$ cat src/rtl/stq_adata_rd.sv
// Store-queue address-data drain reader: buffers committed WQ indices in order,
// reads adata through two async table ports and presents up to two results per cycle.
module stq_adata_rd #(
  parameter int DEPTH = 8,
  parameter int WQW   = 6,
  parameter int ADW   = 5
) (
  input  logic           clk,
  input  logic           rst,
  input  logic           commit0_en,
  input  logic [WQW-1:0] commit0_WQ,
  input  logic           commit1_en,
  input  logic [WQW-1:0] commit1_WQ,
  output logic           commit_stall,
  input  logic           wrt0_en,
  input  logic [WQW-1:0] wrt0_WQ,
  input  logic [ADW-1:0] wrt0_adata,
  input  logic           wrt1_en,
  input  logic [WQW-1:0] wrt1_WQ,
  input  logic [ADW-1:0] wrt1_adata,
  output logic [WQW-1:0] upd0_WQ,
  input  logic [ADW-1:0] upd0_adata,
  output logic [WQW-1:0] upd1_WQ,
  input  logic [ADW-1:0] upd1_adata,
  output logic           out0_en,
  output logic [WQW-1:0] out0_WQ,
  output logic [ADW-1:0] out0_adata,
  output logic           out1_en,
  output logic [WQW-1:0] out1_WQ,
  output logic [ADW-1:0] out1_adata,
  input  logic           out_ready,
  output logic           ovf
);

  localparam int PW = $clog2(DEPTH);
  localparam int CW = PW + 1;

  logic [WQW-1:0] fifo [DEPTH];
  logic [PW-1:0]  rd_ptr, wr_ptr;
  logic [CW-1:0]  count;

  logic           load;
  logic [1:0]     n_pop, n_push;
  logic [CW-1:0]  cnt_after, free, count_nxt;
  logic           push_a, push_b, acc_a, acc_b, drop;
  logic [WQW-1:0] data_a;
  logic [ADW-1:0] fwd0, fwd1;

  assign upd0_WQ      = fifo[rd_ptr];
  assign upd1_WQ      = fifo[rd_ptr + PW'(1)];
  assign commit_stall = (count >= CW'(DEPTH - 1));

  always_comb begin
    load  = !out0_en || out_ready;
    n_pop = 2'd0;
    if (load) begin
      if (count >= CW'(2)) n_pop = 2'd2;
      else                 n_pop = count[1:0];
    end
    cnt_after = count - CW'(n_pop);
    free      = CW'(DEPTH) - cnt_after;

    // A lone commit1 is packed into the first push slot so pushes stay contiguous.
    push_a = commit0_en || commit1_en;
    push_b = commit0_en && commit1_en;
    data_a = commit0_en ? commit0_WQ : commit1_WQ;
    acc_a  = push_a && (free != '0);
    acc_b  = push_b && (free >= CW'(2));
    drop   = (push_a && !acc_a) || (push_b && !acc_b);
    n_push = {1'b0, acc_a} + {1'b0, acc_b};
    count_nxt = cnt_after + CW'(n_push);

    // wrt0 beats wrt1, matching the table's own write priority.
    fwd0 = upd0_adata;
    if (wrt0_en && wrt0_WQ == upd0_WQ)      fwd0 = wrt0_adata;
    else if (wrt1_en && wrt1_WQ == upd0_WQ) fwd0 = wrt1_adata;
    fwd1 = upd1_adata;
    if (wrt0_en && wrt0_WQ == upd1_WQ)      fwd1 = wrt0_adata;
    else if (wrt1_en && wrt1_WQ == upd1_WQ) fwd1 = wrt1_adata;
  end

  always_ff @(posedge clk) begin
    if (acc_a) fifo[wr_ptr]          <= data_a;
    if (acc_b) fifo[wr_ptr + PW'(1)] <= commit1_WQ;
  end

  always_ff @(posedge clk or negedge rst) begin
    if (!rst) begin
      rd_ptr     <= '0;
      wr_ptr     <= '0;
      count      <= '0;
      ovf        <= 1'b0;
      out0_en    <= 1'b0;
      out0_WQ    <= '0;
      out0_adata <= '0;
      out1_en    <= 1'b0;
      out1_WQ    <= '0;
      out1_adata <= '0;
    end else begin
      rd_ptr <= rd_ptr + PW'(n_pop);
      wr_ptr <= wr_ptr + PW'(n_push);
      count  <= count_nxt;
      ovf    <= ovf | drop;
      if (load) begin
        out0_en <= (n_pop != 2'd0);
        out1_en <= (n_pop == 2'd2);
        if (n_pop != 2'd0) begin
          out0_WQ    <= upd0_WQ;
          out0_adata <= fwd0;
        end
        if (n_pop == 2'd2) begin
          out1_WQ    <= upd1_WQ;
          out1_adata <= fwd1;
        end
      end
    end
  end

endmodule

$ cat config.mk
export PLATFORM = sky130hd
export DESIGN_NAME = stq_adata_rd
export DESIGN_NICKNAME = d
export VERILOG_FILES = /design/src/rtl/stq_adata_rd.sv
export SDC_FILE = /design/constraint.sdc
export NUM_CORES = 1
export LEC_CHECK = 0
export CORE_ASPECT_RATIO = 1.1
export CORE_MARGIN = 8
export CORE_UTILIZATION = 45
export CTS_BUF_LIST = sky130_fd_sc_hd__clkbuf_4 sky130_fd_sc_hd__clkbuf_8
export CTS_CLUSTER_DIAMETER = 60
export DETAILED_ROUTE_END_ITERATION = 10
export GPL_TIMING_DRIVEN = 0
export PLACE_DENSITY_LB_ADDON = 0.1
export SLEW_MARGIN = 10
export SYNTH_ARGS = -nofsm -noshare
export SYNTH_HDL_FRONTEND = slang
export SYNTH_SLANG_ARGS = --single-unit
$ cat constraint.sdc
create_clock -name clk -period 7.59 [get_ports clk]
set_clock_uncertainty 0.1 [all_clocks]
set_input_delay 1.1385 -clock clk [delete_from_list [all_inputs] [get_ports clk]]
set_output_delay 1.1385 -clock clk [all_outputs]
set_load 0.01 [all_outputs]
The metal 1 layer:
Scale bar: 20 um.
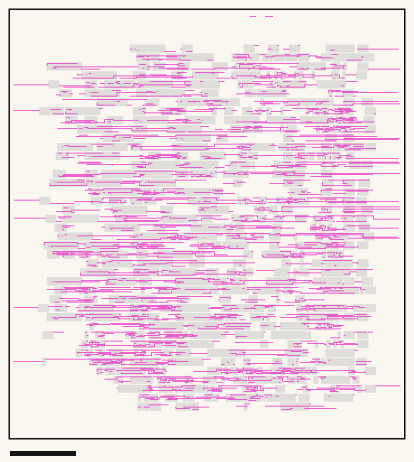
- wire length on this layer: 6260 um
- main direction: horizontal

Met3 routing:
Scale bar: 20 um.
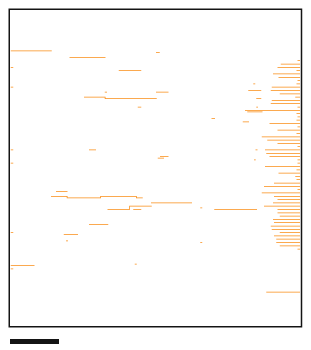
- wire length on this layer: 696 um
- longest straight run: 22.3 um
- main direction: horizontal
- share of all routed wire: 4.9%

==> impl_metrics.ini <==
; yosys + openroad results
[status]
status = completed

[setup_path]
arrival_ps = 5360
r2r_cells = 12
worstReg2RegEnd = fifo[1][3]
r2r_start = count[2]
worstSetupEndpointType = register
cp.required_ps = 7490
crit_end = fifo[1][3]
critPathSlowestCell = fa_1
crit_cells = 13
path_buffers = 3
critPathTopFamily = buffers and inverters

[global_routing]
met1_usage_pct = 22.2
antenna_found_initial = 0
grt_pass1_vias = 3916
grt_start_max_net_pins = 36
globalRoute.totalOverflow = 0
grt_pass1_wl_mm = 21.9
grt.met2_usage_pct = 31.6

[synth]
adder_share_pct = 4.33
synth-xor-area-share_pct = 5.93
fp_nets = 487
synth_top_cell_by_count = mux2_2
async_flop_share_pct = 42.2
common_cells = 55 x mux2_2, 48 x edfxtp_1, 35 x dfrtp_1, 35 x nand2_1
muxShareOfSynthArea_pct = 27.6
synth_top_area_share_pct = 27.1
ys_ff = 83
largest_area_cell = edfxtp_1
ys_seq_share_pct = 43.6
flop_cell = edfxtp_1
synthAoiAreaFrac_pct = 6.85
edf_count = 48

[layout]
final_util_pct = 57.4
sh_comb_area_pct = 42.5
fillers = 1008
clockBufferCount = 9
seq_cells = 83
buffer_area_share_pct = 14.8
comb_cells = 294
largestRegisters = fifo x48, out0_WQ x6, out1_WQ x6
drive_gt1_share_pct = 18.0
final_cell_mix = 86 x clkdlybuf4s50_1, 55 x mux2_2, 48 x edfxtp_1, 35 x nand2_1, 35 x dfrtp_1
largest_reg_flops = 48
final-comb-area_mm2 = 0.00280
layout.cells.most_common = clkdlybuf4s50_1
seq_area_share_pct = 35.1
seq_area_mm2 = 0.00232
final_area_mm2 = 0.00660
top_area_cell_class = multi-input combinational cells

[cts]
numCtsBuffers = 9
cts-htree-levels = 3
cts.clk_slew.worst_paths_ps = 90
cts_root_buf = clkbuf_8
cts_tree = done
clock_path_buffers = 2
worstSkewPairLatency_ps = 370

[routing]
routedWlPerCell_um = 21.1
dr.max_layer_used = met4
drtAntennaViolNets = 0
met2WireLength_mm = 6.91
routed_wl_mm = 14.2
met3_length_um = 696
first_iter_violations = 319

[min_path]
min_from = out0_adata[2]
min_delay_worst_endpoint = out0_adata[2]
hold_depth = 2

[flow_run]
cap_violations = 0
warnings = 28

[final_timing]
setup-violations-final = 0
setup_ws_ps = 2130
worst_pin_slew_ps = 1180
tns_ps = 0
period_used_pct = 71.9
slew_headroom_pct = 20.5
max_freq_mhz = 183
finalCriticalPeriod_ps = 5460
holdWs_ps = 383

[placement]
dp_hpwl_mm = 10.9
port_buffers = 87
place_ws_ps = 1760

[pwr]
p_clk_uw = 356
ir_drop_uv = 283
power.switching_mw = 1.25
pwr-share-comb_pct = 62.0
p_clk_share_pct = 11.7
power_mw = 3.04
maxPowerGroup = combinational logic
p_int_mw = 1.79

[floorplanning]
die_area_mm2 = 0.0156
core_area_mm2 = 0.0115
Power figures rest on the tool's default switching activity, not on a simulated workload.
